==> src/rtl/seg7_scan_driver.sv <==
// Multiplexed N-digit 7-segment display driver.
// Holds a shadow copy of the digit codes and scans one anode at a time.
// Segment, anode and index outputs are registered. Leading-zero blanking,
// hex glyphs, blinking and whole-display blanking are applied before the
// output register.
module seg7_scan_driver #(
    parameter int unsigned NUM_DIGITS     = 4,
    parameter int unsigned SCAN_DIV       = 1000,
    parameter int unsigned BLINK_DIV      = 500000,
    parameter int unsigned LZB_KEEP       = 0,
    parameter int unsigned HEX_EN         = 0,
    parameter int unsigned SEG_ACTIVE_LOW = 0,
    parameter int unsigned AN_ACTIVE_LOW  = 0,
    localparam int unsigned IdxW = (NUM_DIGITS > 1) ? $clog2(NUM_DIGITS) : 1
) (
    input  logic                    clk,
    input  logic                    reset,
    input  logic [4*NUM_DIGITS-1:0] digits_in,
    input  logic                    load,
    input  logic                    blink_en,
    input  logic                    blank_all,
    output logic [6:0]              seg_out,
    output logic [NUM_DIGITS-1:0]   an_out,
    output logic [IdxW-1:0]         scan_idx
);

    localparam int unsigned ScanW  = (SCAN_DIV > 1) ? $clog2(SCAN_DIV) : 1;
    localparam int unsigned BlinkW = (BLINK_DIV > 1) ? $clog2(BLINK_DIV) : 1;

    // Pin levels of a dark display; XOR with these converts active-high to pin polarity.
    localparam logic [6:0]            SegOff = (SEG_ACTIVE_LOW != 0) ? 7'h7F : 7'h00;
    localparam logic [NUM_DIGITS-1:0] AnOff  = (AN_ACTIVE_LOW != 0) ? '1 : '0;

    logic [4*NUM_DIGITS-1:0] shadow_q, shadow_d;
    logic [ScanW-1:0]        scan_cnt_q, scan_cnt_d;
    logic [IdxW-1:0]         idx_q, idx_d;
    logic [BlinkW-1:0]       blink_cnt_q, blink_cnt_d;
    logic                    blink_on_q, blink_on_d;
    logic [6:0]              seg_q, seg_d;
    logic [NUM_DIGITS-1:0]   an_q, an_d;
    logic [IdxW-1:0]         scan_idx_q;

    logic [NUM_DIGITS-1:0]   lz_blank;
    logic [3:0]              cur_code;
    logic                    cur_lz;
    logic [NUM_DIGITS-1:0]   cur_an;

    // Active-high segment pattern {a..g} for one digit code.
    function automatic logic [6:0] glyph(input logic [3:0] code);
        logic [6:0] g;
        case (code)
            4'h0:    g = 7'b1111110;
            4'h1:    g = 7'b0110000;
            4'h2:    g = 7'b1101101;
            4'h3:    g = 7'b1111001;
            4'h4:    g = 7'b0110011;
            4'h5:    g = 7'b1011011;
            4'h6:    g = 7'b0011111;
            4'h7:    g = 7'b1110000;
            4'h8:    g = 7'b1111111;
            4'h9:    g = 7'b1110011;
            4'hA:    g = 7'b1110111;
            4'hB:    g = 7'b0011111;
            4'hC:    g = 7'b1001110;
            4'hD:    g = 7'b0111101;
            4'hE:    g = 7'b1001111;
            default: g = 7'b1000111;
        endcase
        if (HEX_EN == 0 && code > 4'h9) begin
            g = 7'b0000000;
        end
        return g;
    endfunction

    // Next-state for shadow register, scan counter/index and blink timer.
    always_comb begin
        shadow_d    = load ? digits_in : shadow_q;

        scan_cnt_d  = scan_cnt_q + ScanW'(1);
        idx_d       = idx_q;
        if (scan_cnt_q == ScanW'(SCAN_DIV - 1)) begin
            scan_cnt_d = '0;
            idx_d      = (idx_q == IdxW'(NUM_DIGITS - 1)) ? '0 : idx_q + IdxW'(1);
        end

        blink_cnt_d = blink_cnt_q + BlinkW'(1);
        blink_on_d  = blink_on_q;
        if (!blink_en) begin
            blink_cnt_d = '0;
            blink_on_d  = 1'b1;
        end else if (blink_cnt_q == BlinkW'(BLINK_DIV - 1)) begin
            blink_cnt_d = '0;
            blink_on_d  = ~blink_on_q;
        end
    end

    // Leading-zero mask: digit i blanks when it and every higher digit are zero.
    always_comb begin
        logic zero_above;
        zero_above = 1'b1;
        lz_blank   = '0;
        for (int i = NUM_DIGITS - 1; i >= 0; i--) begin
            zero_above  = zero_above & (shadow_q[4*i +: 4] == 4'h0);
            lz_blank[i] = zero_above && (i >= int'(LZB_KEEP));
        end
    end

    // Select the code, blank flag and anode of the digit being scanned.
    always_comb begin
        cur_code = 4'h0;
        cur_lz   = 1'b0;
        cur_an   = '0;
        for (int i = 0; i < NUM_DIGITS; i++) begin
            if (int'(idx_q) == i) begin
                cur_code  = shadow_q[4*i +: 4];
                cur_lz    = lz_blank[i];
                cur_an[i] = 1'b1;
            end
        end
    end

    // Output next-state: darkest condition wins, then convert to pin polarity.
    always_comb begin
        logic [6:0]            seg_lit;
        logic [NUM_DIGITS-1:0] an_lit;
        seg_lit = cur_lz ? 7'b0000000 : glyph(cur_code);
        an_lit  = cur_an;
        if (blank_all || !blink_on_q) begin
            seg_lit = 7'b0000000;
            an_lit  = '0;
        end
        seg_d = seg_lit ^ SegOff;
        an_d  = an_lit ^ AnOff;
    end

    // State and output registers.
    always_ff @(posedge clk or posedge reset) begin
        if (reset) begin
            shadow_q    <= '0;
            scan_cnt_q  <= '0;
            idx_q       <= '0;
            blink_cnt_q <= '0;
            blink_on_q  <= 1'b1;
            seg_q       <= SegOff;
            an_q        <= AnOff;
            scan_idx_q  <= '0;
        end else begin
            shadow_q    <= shadow_d;
            scan_cnt_q  <= scan_cnt_d;
            idx_q       <= idx_d;
            blink_cnt_q <= blink_cnt_d;
            blink_on_q  <= blink_on_d;
            seg_q       <= seg_d;
            an_q        <= an_d;
            scan_idx_q  <= idx_q;
        end
    end

    assign seg_out  = seg_q;
    assign an_out   = an_q;
    assign scan_idx = scan_idx_q;

endmodule

==> config.mk <==
export PLATFORM = sky130hd
export DESIGN_NAME = seg7_scan_driver
export DESIGN_NICKNAME = d
export VERILOG_FILES = /design/src/rtl/seg7_scan_driver.sv
export SDC_FILE = /design/constraint.sdc
export NUM_CORES = 1
export LEC_CHECK = 0
export CAP_MARGIN = 20
export CORE_MARGIN = 2
export CORE_UTILIZATION = 51
export CTS_CLUSTER_DIAMETER = 50
export DETAILED_ROUTE_END_ITERATION = 10
export GPL_TIMING_DRIVEN = 0
export PLACE_DENSITY = 0.76
export SETUP_SLACK_MARGIN = 0.15
export SLEW_MARGIN = 20
export SYNTH_ARGS = -nofsm -noshare
export SYNTH_HDL_FRONTEND = slang
export SYNTH_SLANG_ARGS = --single-unit
==> constraint.sdc <==
create_clock -name clk -period 2.1 [get_ports clk]
set_clock_uncertainty 0.05 [all_clocks]
set_input_delay 0.42 -clock clk [delete_from_list [all_inputs] [get_ports clk]]
set_output_delay 0.42 -clock clk [all_outputs]
set_load 0.01 [all_outputs]
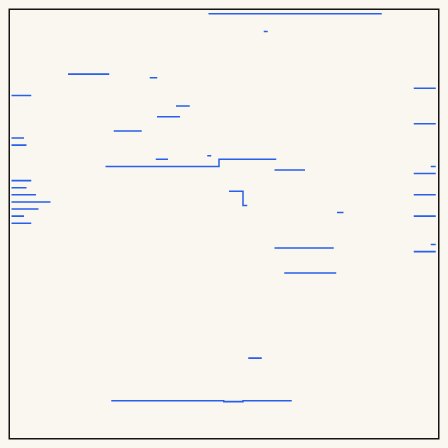
Figure 1: run 1, the metal 3 layer.
28 nets have wire on it. The wires run mostly horizontal. The layer carries 220 µm of wire.

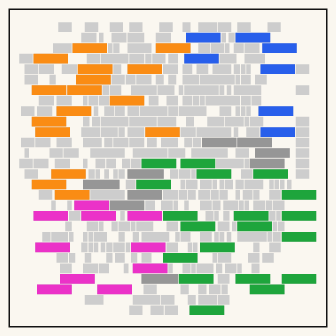
Figure 2: run 1, register map, names as in the netlist.
Other sequential cells in the stronger gray, the rest of the logic in the fainter gray.
Key: shadow_q = orange [placed flops 16]; scan_cnt_q = magenta [placed flops 10]; seg_out = blue [placed flops 7, where upper right]; blink_cnt_q = green [placed flops 19]

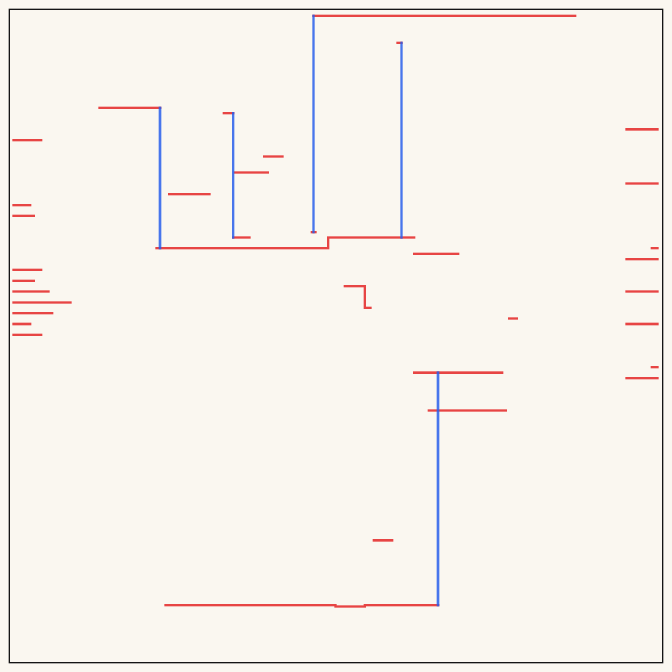
Figure 3: run 1, routed metal, one color a layer.
Only two layers are drawn.
Key: metal 4 = blue [wire length 114 µm]; metal 3 = red [wire length 220 µm]
final wirelength: 6600 µm
DR vias: 2,305
global-route total usage across every layer: 21.94%

==> run notes, run 1 <==
The layout was made with Yosys and OpenROAD.

The endpoint of the lowest-slack register-to-register path is seg_out[4]$_DFF_PP0_. The number of nets in the synthesized netlist is 308. Summed over all nets, the half-perimeter wirelength after detailed placement is 4208 µm.

The final instance count without filler cells is 420. The highest clock rate this design can be run at is 416.3 MHz. The flow ran to the end, but the final reports show violations. Setup repair after global routing could not meet its margin everywhere. The cell repeated most along the worst path is sky130_fd_sc_hd__nor2_4. The setup slack of the worst register-to-register path is -0.30 ns. The area inside the core boundary is about 5900 µm². The maximum fanout along the worst path is 8. The die outline height is 81.99 µm. Multi-input logic gates represent a cell area share of 40.85%.

The sequential share of cell area is 37.76%. The number of cells reported by Yosys stat comes to around 280. Looking at the power breakdown, sequential logic takes 49.8% of the total.

The synthesis run identifies the leading combinational cell family as simple AND/OR/NAND/NOR gates. Entering global routing, the biggest net connects 32 pins. The number of setup buffers added after CTS is 16. between 200 and 250 cells are multi-input combinational gates. The number of sequential cells reported for the layout is 61. The floorplan report lists the tap cell count as 75. The register cell area after layout is between 1500 and 2000 µm².

The xor and xnor fraction of the mapped netlist area is 6.777%. The CTS H-tree depth is 3. The number of global-route vias before repair came to 2,220. The count of distinct cell types in the synthesized netlist is around 50. The global-route met3 utilization is 6.374%. The area figure in the yosys stat output is 3102 µm². The kind of critical path is reg -> reg. Relative to the synthesized area, the layout overhead comes to 30.66%. The number of max-cap violations is 0. Looking at the power breakdown, the clock network takes 34.7% of the total. The number of antenna violations at the first check in global routing is 0. The final period demand of the worst path is about 2.4 ns. The worst-case vdd ir drop is 0.5392 mV. In the layout the commonest cells are sky130_fd_sc_hd__dfrtp_1, sky130_fd_sc_hd__clkdlybuf4s50_1, sky130_fd_sc_hd__nor2_1, sky130_fd_sc_hd__nand2_1, sky130_fd_sc_hd__buf_4. The number of antenna diodes in the final layout is 0. The horizontal extent of the die is 81.99 µm. The proportion of layout cells with a drive suffix above 1 is slightly below 30%. The switching power is 0.6673 mW. The checks that failed: setup timing. The final setup violation count is 7. The number of buffers inserted during clock tree synthesis is 9. The critical path in the final layout is reported with a setup slack of -0.3023 ns. The OpenROAD warning count is 35. Per the post-route antenna check, the number of violating nets is 0. The buffer type at the clock tree root is sky130_fd_sc_hd__clkbuf_8. The count of input and output buffers is 32. The post-placement setup slack is -0.3423 ns. The leakage power summed over all cells is 1.690 nW. The design area is 4053 µm².

The power report attributes to the combinational group a share of between 15 and 20%. The highest metal layer with signal wires is met4. Along the critical path, the tally of buffer and inverter instances is 4.
--- run 2 (diff from run 1) ---
SKIP_LAST_GASP = 1   (was unset)
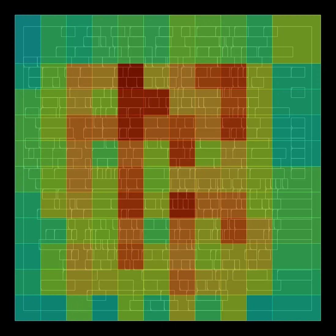
Figure 4: run 2, routing congestion.
GRT met1 Usage: 28.66%
Global Route met3 Usage: 6.374%
average routed wire per standard cell: 15.71 µm

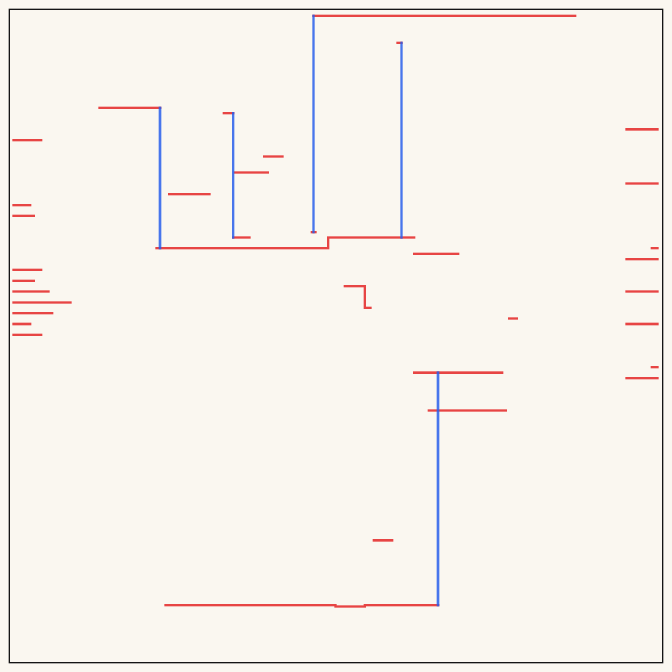
Figure 5: run 2, routed metal, one color a layer.
Only two layers are drawn.
Key: metal 4 = blue [wire length 114 µm]; metal 3 = red [wire length 220 µm]

==> run 2 against run 1 <==
  * The run still ends with setup timing left
  * Clock power about the same
  * Cell count stayed put
  * Via count unchanged
  * Flip-flop count did not move
==> run notes, run 2 <==
The layout was made with Yosys and OpenROAD.

The cell area power density is 631.1 nW/µm². The sequential share of cell area was 37.76% (unchanged). The detailed router reports a met3 wire length of 219 µm. STA classifies the critical path endpoint as a flip-flop. The total power after layout is roughly 2.6 mW. The minimum setup slack in the final design was -0.3023 ns (unchanged).

The count of distinct cell types in the synthesized netlist is 50 (unchanged). The worst slew margin relative to its limit is around three fifths. The CTS H-tree depth was 3 (unchanged).

The switching power is 0.6673 mW (unchanged). The number of buffers and inverters on the critical path was 4 (unchanged). The overall via count from detail_route is 2,305 (unchanged). The kind of cell adding the most delay to the critical path is AND-OR/OR-AND gates. The number of max-cap violations was 0 (unchanged). The proportion of layout cells with a drive suffix above 1 is 29.57% (unchanged). The setup slack of the worst register-to-register path is -0.30 ns (about the same).

In the finished design, the share of the clock period the worst path needs comes to 114.4%. The endpoint of the lowest-slack register-to-register path is seg_out[4]$_DFF_PP0_. The relative contribution of combinational cells to total power is 15.6% (about the same). The part of the total power dissipated in the clock network came to 34.7% (about the same). The final reports fail on setup timing. The power share of the sequential group is 49.8% (about the same). The cell sitting at the root of the clock tree is a sky130_fd_sc_hd__clkbuf_8. The routed wire length is 6600 µm (unchanged). The number of multi-input combinational cells came to 203 (unchanged). The tree built by TritonCTS fans out to 61 sinks. The global router's overall resource usage is 21.94% (unchanged). In the layout the commonest cells are sky130_fd_sc_hd__dfrtp_1, sky130_fd_sc_hd__clkdlybuf4s50_1, sky130_fd_sc_hd__nor2_1, sky130_fd_sc_hd__nand2_1, sky130_fd_sc_hd__buf_4.

The number of buffers inserted during clock tree synthesis was 9 (unchanged). The design area was 4053 µm² (unchanged). The flip-flop and latch count is 61 (unchanged).

The cell repeated most along the worst path is sky130_fd_sc_hd__nor2_4. The count of nets after finishing is 372. The xor and xnor fraction of the mapped netlist area is 6.777% (unchanged).

The critical path in this run is classified as reg -> reg. The OpenROAD warning count is 35 (unchanged). The number of antenna cells inserted is 0 (unchanged). The sum of net half-perimeters after detailed placement was 4208 µm (unchanged). The fraction of the core area covered by cells at the end of the flow is 68.86%. The count of inserted tapcells came to 75 (unchanged). The area growth from synthesis to layout came to 30.66% (unchanged). In this run the top signal layer used is met4. As reported, the later end of the worst-skew pair has a clock insertion delay of 0.34 ns. For the pin with the worst max-slew slack, the measured transition is 0.5793 ns. The area inside the core boundary is 5886 µm² (unchanged). The area figure in the yosys stat output is 3102 µm² (unchanged). The final instance count without filler cells is 420 (unchanged).

For reference, simple AND, OR, NAND and NOR cells occupy 21.42% of the area reported after synthesis. The number of nets in the synthesized netlist is 308 (unchanged). The register cell area after layout came to 1530 µm² (unchanged). The worst-case vdd ir drop is 0.5392 mV (unchanged).

The final setup violation count is 7 (unchanged). The number of antenna violations at the first check in global routing came to 0 (unchanged). The clock transition time at the flip-flop clock pins of the worst setup and hold paths is 0.06 ns. The post-placement setup slack is -0.3423 ns (unchanged). The dominant kind of combinational cell is simple AND/OR/NAND/NOR gates. The tally of nets with antenna violations remaining after routing came to 0 (unchanged). The maximum fanout along the worst path is 8 (unchanged). The cell count along the critical path is 12. The logic share of the area is 40.85% (unchanged). Setup repair after global routing could not meet its margin everywhere.

The top achievable clock speed is 416.3 MHz (unchanged). The leakage power summed over all cells is 1.690 nW (unchanged). The buffer count from post-CTS setup fixing is 16 (unchanged). The number of global-route vias before repair is 2,220 (unchanged). Once iteration 0 of detailed routing completed, the report listed 104 DRC markers. The share of synthesized area in the top cell type comes to between 40% and 50%. The final period demand of the worst path is 2.402 ns (unchanged). The routed length on met1 is ~3000 µm.

The run finished, with violations left. The yosys stat cell total is 277 (unchanged). The maximum number of pins on one net before global-route repair is 32 (unchanged). Leaving out fill and tap cells, the most frequent cell in the layout is sky130_fd_sc_hd__dfrtp_1.
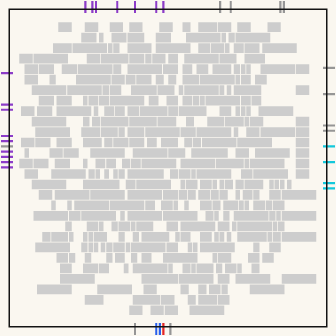
Figure 6: run 2, ports around the boundary.
Pins as bars across the die edge, other pins in gray.
Key: blink_en = red [pins 1, direction input, edge bottom]; scan_idx = blue [pins 2, direction output, edge bottom]; an_out = cyan [pins 4, direction output, edge right]; digits_in = purple [pins 16, direction input, edge 9 left, 7 top]
x dimension of the die: 81.99 µm
height of the die: 81.99 µm
input/output buffers: 32

--- run 3 (diff from run 2) ---
CORE_UTILIZATION = 40   (was 51)
PLACE_DENSITY = unset   (was 0.76)
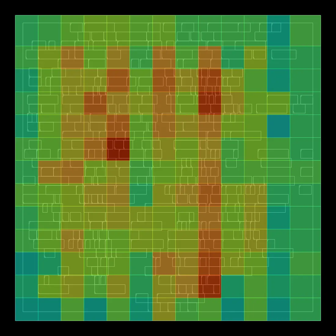
Figure 7: run 3, routing congestion.
met2 capacity usage during global routing: 24.88%
global-route total usage across every layer: 16.12%
average routed wire per standard cell: 13.83 µm
GRT met1 Usage: 21.87%

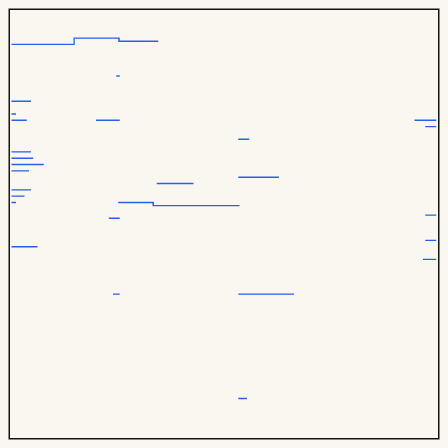
Figure 8: run 3, the metal 3 layer.
The layer carries 151 µm of wire. The layer holds 2.4% of the routed length. 18 nets have wire on it.
final wirelength: 6253 µm
Global Route met3 Usage: 3.287%
DR vias: 2,212

==> run 3 against run 2 <==
  * The run still ends with setup timing left
  * Die area grew 26%
  * Synthesized area is the same
  * First-iteration DRC count shrank 53%
  * Synthesized cell count is the same
  * Worst hold slack gained 0.14 ns
  * Critical path depth grew 1
  * Setup slack gained 0.12 ns
  * Sequential share of layout area shrank 0.99 points
  * Design area grew 2.7%
  * Global-route usage shrank 5.8 points
  * Cell count grew 7.6%
  * Largest cell class unchanged
  * Largest power group unchanged
==> run notes, run 3 <==
The layout was made with Yosys and OpenROAD.

The most frequently placed logic cell in the final layout is sky130_fd_sc_hd__dfrtp_1. The CTS H-tree depth was 3 (unchanged). The final instance count without filler cells came to 452 (+7.6%). The buffer count from post-CTS setup fixing was 19 (+3). The share of cell area taken by muxes after synthesis is under 10%. The top achievable clock speed came to 438.2 MHz (+5.3%).

The capture point of the worst register-to-register path is recorded as seg_out[4]$_DFF_PP0_. The total power after layout is 2.777 mW (+8.6%). The highest metal layer with signal wires is met4.

Per the synth stats, the flop cell with the highest instance count is sky130_fd_sc_hd__dfrtp_1. The count of nets after finishing is 376 (+1.1%). The cell area power density came to 667.4 nW/µm² (+5.8%). The post-layout period usage of the worst path is 108.7% (-5.7 points). The switching power is 0.6919 mW (+3.7%).

The clock transition time at the flip-flop clock pins of the worst setup and hold paths is 0.07 ns (about the same). Grouping non-sequential cells by family puts the most area in simple AND/OR/NAND/NOR gates. The xor and xnor fraction of the mapped netlist area is 6.777% (unchanged). The number of placed instances, taps included, is about 410. The minimum setup slack in the final design is -0.1819 ns (+0.1204 ns). The kind of critical path is reg -> reg.

The leakage power summed over all cells is 1.729 nW (+2.3%). The endpoint with the worst hold slack is scan_cnt_q[9]$_DFF_PP0_. The number of DRC markers after the initial detailed-route iteration is 49 (-53%).

The area growth from synthesis to layout is 34.17%. The worst-case vdd ir drop is 0.4760 mV (-12%). The cell count along the critical path is 13 (+1). The post-placement setup slack is -0.3628 ns (-0.02050 ns). The number of nets in the synthesized netlist came to 308 (unchanged).

The maximum fanout along the worst path came to 7 (-1). The power share of the sequential group came to 45.7% (-4.1 points). The maximum number of pins on one net before global-route repair is 34 (+6.3%). The count of input and output buffers is 32 (unchanged). The sum of net half-perimeters after detailed placement is 4208 µm (about the same). The register with the most flip-flops in the layout has 19 of them. The setup slack of the worst register-to-register path is -0.18 ns (+0.12 ns). The count of inserted tapcells came to 102 (+36%). The part of the total power dissipated in the clock network was 39.7% (+5.0 points). The routed length on met1 is 2981 µm (+1.1%). The area figure in the yosys stat output was 3102 µm² (unchanged). The insertion delay of the later-clocked pin in the worst-skew pair is 0.34 ns (about the same). The synthesized-area fraction occupied by and/or/nand/nor cells came to 21.42% (unchanged). The OpenROAD warning count came to 35 (unchanged). The checks that failed: setup timing. The final period demand of the worst path was 2.282 ns (-0.1204 ns). The number of antenna cells inserted is 0 (unchanged). Leaving out fill and tap cells, the most frequent cells in the layout are sky130_fd_sc_hd__dfrtp_1, sky130_fd_sc_hd__clkdlybuf4s50_1, sky130_fd_sc_hd__nor2_1, sky130_fd_sc_hd__nand2_1, sky130_fd_sc_hd__buf_4.

The flip-flop and latch count is 61 (unchanged). The kind of cell adding the most delay to the critical path is buffers and inverters. The number of buffers and inverters on the critical path is 5 (+1). The area share of and-or/or-and cells after synthesis is between 10% and 20%. The final setup violation count is 7 (unchanged).

The area inside the core boundary is 7607 µm² (+29%). The wire length on met3 is 151 µm (-31%). The sequential share of cell area is 36.77% (-0.99 points). Setup repair after global routing could not meet its margin everywhere. The yosys stat cell total was 277 (unchanged).

The tally of nets with antenna violations remaining after routing is 0 (unchanged). The proportion of layout cells with a drive suffix above 1 is 32.29% (+2.7 points). The area fraction of the dominant cell type after synthesis is 48.41% (unchanged). The number of global-route vias before repair came to 2,221 (+0.045%). The number of max-cap violations is 0 (unchanged). The logic share of the area is 39.93% (-0.92 points). The count of distinct cell types in the synthesized netlist came to 50 (unchanged). In this run the clock root is driven by a sky130_fd_sc_hd__clkbuf_8. The transition time at the pin with the least slew margin is 0.6358 ns (+0.05654 ns).

The number of buffers inserted during clock tree synthesis is 9 (unchanged). The register cell area after layout is 1530 µm² (unchanged). The relative contribution of combinational cells to total power is 14.6% (-1.0 points).

Net switching is 24.91% of the power. The design area is 4161 µm² (+2.7%). The run finished, with violations left. The number of antenna violations at the first check in global routing is 0 (unchanged).
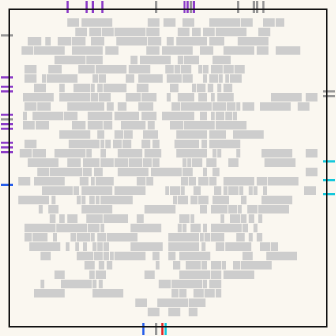
Figure 9: run 3, ports around the boundary.
Pins as bars across the die edge, other pins in gray.
Key: an_out = cyan [pins 4, direction output, edge 3 right, 1 bottom]; scan_idx = blue [pins 2, direction output, edge 1 bottom, 1 left]; blink_en = red [pins 1, direction input, edge bottom]; digits_in = purple [pins 16, direction input, edge 9 left, 7 top]
All pins by edge: 13 top, 12 left, 5 right, 4 bottom.
height of the die: 92.06 µm
x dimension of the die: 92.06 µm

Power figures rest on the tool's default switching activity, not on a simulated workload.
